Port wiring:
Scale: 3 px per µm.
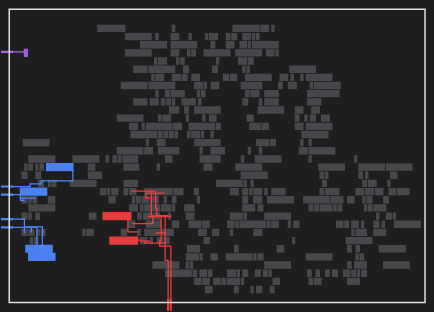
Wiring by layer:
Scale: 4 px per µm. Two of the layers only.
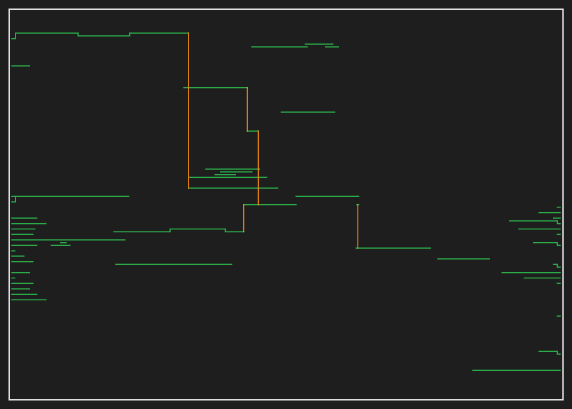
Clock nets:
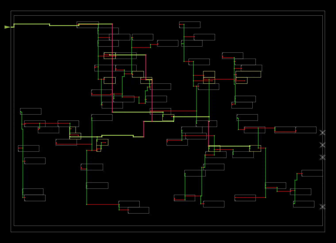
[src/rtl/ajuste_horario.sv]
`default_nettype none
// ============================================================================
//  Module   : ajuste_horario
//  Purpose  : Time-set controller for an HH:MM:SS BCD clock. Freezes the
//             counters, edits a shadow copy field by field, issues a one-cycle
//             parallel load on exit and blinks the field being edited.
//  Revision : 1.0  initial release
// ============================================================================
module ajuste_horario #(
  parameter int BLINK_DIV = 25_000_000,
  parameter int TIMEOUT_S = 30
) (
  input  logic       ajuste_clock,
  input  logic       ajuste_reset,
  input  logic       ajuste_tick,
  input  logic       ajuste_btn_modo,
  input  logic       ajuste_btn_inc,
  input  logic [1:0] ajuste_h_msd_in,
  input  logic [3:0] ajuste_h_lsd_in,
  input  logic [2:0] ajuste_m_msd_in,
  input  logic [3:0] ajuste_m_lsd_in,
  input  logic [2:0] ajuste_s_msd_in,
  input  logic [3:0] ajuste_s_lsd_in,
  output logic       ajuste_run,
  output logic       ajuste_load,
  output logic [1:0] ajuste_h_msd_out,
  output logic [3:0] ajuste_h_lsd_out,
  output logic [2:0] ajuste_m_msd_out,
  output logic [3:0] ajuste_m_lsd_out,
  output logic [2:0] ajuste_s_msd_out,
  output logic [3:0] ajuste_s_lsd_out,
  output logic [5:0] ajuste_blank,
  output logic [1:0] ajuste_estado
);

  localparam logic [1:0] c_ST_RUN   = 2'd0;
  localparam logic [1:0] c_ST_SET_H = 2'd1;
  localparam logic [1:0] c_ST_SET_M = 2'd2;
  localparam logic [1:0] c_ST_SET_S = 2'd3;

  localparam int c_BW = (BLINK_DIV > 1) ? $clog2(BLINK_DIV) : 1;
  localparam int c_TW = $clog2(TIMEOUT_S + 1);

  localparam logic [c_BW-1:0] c_BLINK_LAST = c_BW'(BLINK_DIV - 1);
  localparam logic [c_TW-1:0] c_TO_LAST    = c_TW'(TIMEOUT_S - 1);

  logic [1:0]      r_estado, w_estado_nxt;
  logic            r_run, w_run_nxt;
  logic            r_load, w_load_nxt;
  logic [1:0]      r_h_msd, w_h_msd_nxt;
  logic [3:0]      r_h_lsd, w_h_lsd_nxt;
  logic [2:0]      r_m_msd, w_m_msd_nxt;
  logic [3:0]      r_m_lsd, w_m_lsd_nxt;
  logic [2:0]      r_s_msd, w_s_msd_nxt;
  logic [3:0]      r_s_lsd, w_s_lsd_nxt;
  logic [c_TW-1:0] r_to, w_to_nxt;
  logic [c_BW-1:0] r_bcnt, w_bcnt_nxt;
  logic            r_phase, w_phase_nxt;
  logic [5:0]      r_blank, w_blank_nxt;

  // A mode pulse always wins, so an increment only counts when mode is idle
  logic w_btn, w_edit, w_timeout;
  assign w_btn     = ajuste_btn_modo | ajuste_btn_inc;
  assign w_edit    = (r_estado != c_ST_RUN) && ajuste_btn_inc && !ajuste_btn_modo;
  assign w_timeout = (r_estado != c_ST_RUN) && !w_btn && ajuste_tick && (r_to == c_TO_LAST);

  // State register
  always_ff @(posedge ajuste_clock or posedge ajuste_reset) begin
    if (ajuste_reset) r_estado <= c_ST_RUN;
    else              r_estado <= w_estado_nxt;
  end

  // Next-state: mode cycles the edit fields, timeout aborts straight to RUN
  always_comb begin
    w_estado_nxt = r_estado;
    case (r_estado)
      c_ST_RUN:   if (ajuste_btn_modo) w_estado_nxt = c_ST_SET_H;
      c_ST_SET_H: if (ajuste_btn_modo) w_estado_nxt = c_ST_SET_M;
                  else if (w_timeout)  w_estado_nxt = c_ST_RUN;
      c_ST_SET_M: if (ajuste_btn_modo) w_estado_nxt = c_ST_SET_S;
                  else if (w_timeout)  w_estado_nxt = c_ST_RUN;
      c_ST_SET_S: if (ajuste_btn_modo) w_estado_nxt = c_ST_RUN;
                  else if (w_timeout)  w_estado_nxt = c_ST_RUN;
      default:    w_estado_nxt = c_ST_RUN;
    endcase
  end

  // Output/datapath next values: shadow edits, timeout and blink counters, blank mask
  always_comb begin
    w_run_nxt   = (w_estado_nxt == c_ST_RUN);
    w_load_nxt  = (r_estado == c_ST_SET_S) && ajuste_btn_modo;
    w_h_msd_nxt = r_h_msd;
    w_h_lsd_nxt = r_h_lsd;
    w_m_msd_nxt = r_m_msd;
    w_m_lsd_nxt = r_m_lsd;
    w_s_msd_nxt = r_s_msd;
    w_s_lsd_nxt = r_s_lsd;

    if (r_estado == c_ST_RUN && ajuste_btn_modo) begin
      // Capture the pre-edge time; any advance on this same edge is ignored
      w_h_msd_nxt = ajuste_h_msd_in;
      w_h_lsd_nxt = ajuste_h_lsd_in;
      w_m_msd_nxt = ajuste_m_msd_in;
      w_m_lsd_nxt = ajuste_m_lsd_in;
      w_s_msd_nxt = ajuste_s_msd_in;
      w_s_lsd_nxt = ajuste_s_lsd_in;
    end else if (w_edit) begin
      case (r_estado)
        c_ST_SET_H: begin
          // Anything at or beyond 23 folds to 00 so the result stays in 00-23
          if ((r_h_msd == 2'd2 && r_h_lsd >= 4'd3) || r_h_msd == 2'd3) begin
            w_h_msd_nxt = 2'd0;
            w_h_lsd_nxt = 4'd0;
          end else if (r_h_lsd >= 4'd9) begin
            w_h_msd_nxt = r_h_msd + 2'd1;
            w_h_lsd_nxt = 4'd0;
          end else begin
            w_h_lsd_nxt = r_h_lsd + 4'd1;
          end
        end
        c_ST_SET_M: begin
          if (r_m_lsd >= 4'd9) begin
            w_m_lsd_nxt = 4'd0;
            w_m_msd_nxt = (r_m_msd >= 3'd5) ? 3'd0 : r_m_msd + 3'd1;
          end else begin
            w_m_lsd_nxt = r_m_lsd + 4'd1;
          end
        end
        default: begin
          w_s_msd_nxt = 3'd0;
          w_s_lsd_nxt = 4'd0;
        end
      endcase
    end

    // Inactivity counter: counts ticks while editing, any button restarts it
    if (r_estado == c_ST_RUN || w_estado_nxt != r_estado || w_btn) w_to_nxt = '0;
    else if (ajuste_tick)                                          w_to_nxt = r_to + c_TW'(1);
    else                                                           w_to_nxt = r_to;

    // Blink restarts in the visible phase on every state change and every increment
    if (r_estado == c_ST_RUN || w_estado_nxt != r_estado || w_edit) begin
      w_bcnt_nxt  = '0;
      w_phase_nxt = 1'b0;
    end else if (r_bcnt == c_BLINK_LAST) begin
      w_bcnt_nxt  = '0;
      w_phase_nxt = ~r_phase;
    end else begin
      w_bcnt_nxt  = r_bcnt + c_BW'(1);
      w_phase_nxt = r_phase;
    end

    case (w_estado_nxt)
      c_ST_SET_H: w_blank_nxt = 6'b110000 & {6{w_phase_nxt}};
      c_ST_SET_M: w_blank_nxt = 6'b001100 & {6{w_phase_nxt}};
      c_ST_SET_S: w_blank_nxt = 6'b000011 & {6{w_phase_nxt}};
      default:    w_blank_nxt = 6'b000000;
    endcase
  end

  // Output and datapath registers
  always_ff @(posedge ajuste_clock or posedge ajuste_reset) begin
    if (ajuste_reset) begin
      r_run   <= 1'b1;
      r_load  <= 1'b0;
      r_h_msd <= '0;
      r_h_lsd <= '0;
      r_m_msd <= '0;
      r_m_lsd <= '0;
      r_s_msd <= '0;
      r_s_lsd <= '0;
      r_to    <= '0;
      r_bcnt  <= '0;
      r_phase <= 1'b0;
      r_blank <= '0;
    end else begin
      r_run   <= w_run_nxt;
      r_load  <= w_load_nxt;
      r_h_msd <= w_h_msd_nxt;
      r_h_lsd <= w_h_lsd_nxt;
      r_m_msd <= w_m_msd_nxt;
      r_m_lsd <= w_m_lsd_nxt;
      r_s_msd <= w_s_msd_nxt;
      r_s_lsd <= w_s_lsd_nxt;
      r_to    <= w_to_nxt;
      r_bcnt  <= w_bcnt_nxt;
      r_phase <= w_phase_nxt;
      r_blank <= w_blank_nxt;
    end
  end

  assign ajuste_estado    = r_estado;
  assign ajuste_run       = r_run;
  assign ajuste_load      = r_load;
  assign ajuste_h_msd_out = r_h_msd;
  assign ajuste_h_lsd_out = r_h_lsd;
  assign ajuste_m_msd_out = r_m_msd;
  assign ajuste_m_lsd_out = r_m_lsd;
  assign ajuste_s_msd_out = r_s_msd;
  assign ajuste_s_lsd_out = r_s_lsd;
  assign ajuste_blank     = r_blank;

endmodule
`default_nettype wire

[config.mk]
export PLATFORM = sky130hd
export DESIGN_NAME = ajuste_horario
export DESIGN_NICKNAME = d
export VERILOG_FILES = /design/src/rtl/ajuste_horario.sv
export SDC_FILE = /design/constraint.sdc
export NUM_CORES = 1
export LEC_CHECK = 0
export CORE_ASPECT_RATIO = 0.7
export CORE_UTILIZATION = 25
export CTS_BUF_LIST = sky130_fd_sc_hd__clkbuf_4 sky130_fd_sc_hd__clkbuf_8
export DETAILED_ROUTE_END_ITERATION = 16
export DONT_BUFFER_PORTS = 1
export MAX_ROUTING_LAYER = met4
export PLACE_DENSITY = 0.38
export SLEW_MARGIN = 0
export SYNTH_ARGS = -nofsm -noshare
export SYNTH_HDL_FRONTEND = slang
export SYNTH_SLANG_ARGS = --single-unit
export TNS_END_PERCENT = 5
[constraint.sdc]
create_clock -name ajuste_clock -period 2.05 [get_ports ajuste_clock]
set_input_delay 0.5125 -clock ajuste_clock [delete_from_list [all_inputs] [get_ports ajuste_clock]]
set_output_delay 0.5125 -clock ajuste_clock [all_outputs]
set_load 0.01 [all_outputs]
==> ci_impl_report.md <==
### Metrics collected by this job

| Metric | Value |
|---|---|
| Clock Power Share | 24.2% |
| Pre-CTS setup slack | -0.03801 ns |
| WL met3 | 528 µm |
| Dominant class by area | combinational gates |
| Worst setup startpoint | ajuste_estado[0] |
| CP Launch Type | flip-flop |
| DR WL met2 | 3.072 mm |
| Synth top cell by count | nor2_1 |
| MaxCap Viol Count | 0 |
| Worst reg2reg endpoint | ajuste_blank[3] |
| Finished Layout Cells | 529 |
| # IOs | 55 |
| Synth logic family | simple AND/OR/NAND/NOR gates |
| Tmin final | 1.991 ns |
| EDFF count, synth | 0 |
| Synth Flop Type | dfrtp_1 |
| Initial antenna violation count | 0 |
| Switching share of total power | 39.50% |
| Root buffer cell | clkbuf_8 |
| Vias in the first global route | 2506 |
| Failing checks | design-rule violations |
| Chip area in the Yosys report | 3241 µm² |
| Remaining Overflow, GRT | 0 |
| Max FFs per register | 25 |
| Post-synth top area cell | dfrtp_1 |
| Unrepaired setup endpoints after global routing | true |
| Met1 usage | 17.93% |
| Row cnt | 34 |
| Area fraction in mux cells | 0.3475% |
| Crit. End Element | flip-flop |
| Arrival time worst endpoint | 2.21 ns |
| Clock latency on the worst-skew pair | 0.34 ns |
| H-tree Lvls | 3 |
| Synth cell types | 52 |
| Leakage Power | 1.575 nW |
| # DRC | 8 |
| Cell area after synthesis | 3241 µm² |
| Largest net degree at the start of global routing | 30 |
| Pre-Place Util | 25.82% |
| Ys cells | 342 |
| Peak supply drop | 0.3819 mV |
| Fraction of layout cells with a size suffix above 1 | 16.08% |
| Port Buf Inserts | 0 |
| Die y size | 97.26 µm |
| Vias per cell | 4.709 |
| Status | finished, violations left |
| Multi-input gate share of total cell area | 43.84% |
| Fraction of area in registers | 38.51% |
| Sequential group power | 1.71 mW |
| Post-synth top area share | 44.02% |
| Seq pwr share | 36.9% |
| P_int | 2.806 mW |
| Inverters | 17 |
| Synth cell count leaders | nor2_1, dfrtp_1, nand2_1 |
| Grt met3 use | 4.929% |
-- 'port wiring' (at the start) --
color	port	bits	direction	edge	end cells	buffers	wire
blue	`ajuste_s_lsd_out`	4	output	west	4	0	96.6 µm
red	`ajuste_estado`	2	output	south	2	3	142 µm
purple	`ajuste_reset`	1	input	west	1	0	4.50 µm

-- 'wiring by layer' (at the start) --
color	layer	wire length
orange	metal 4	85.7 µm
green	metal 3	528 µm
Vias: 2491
GRT Util Overall: 12.97%
WL final: 7.853 mm

-- 'clock nets' (at the start) --
CTS Sinks: 58
clk pwr: 1.12 mW
Flop Count: 58
Num CTS Buffers: 9
clk_skew: 0.01407 ns

Power figures rest on the tool's default switching activity, not on a simulated workload.
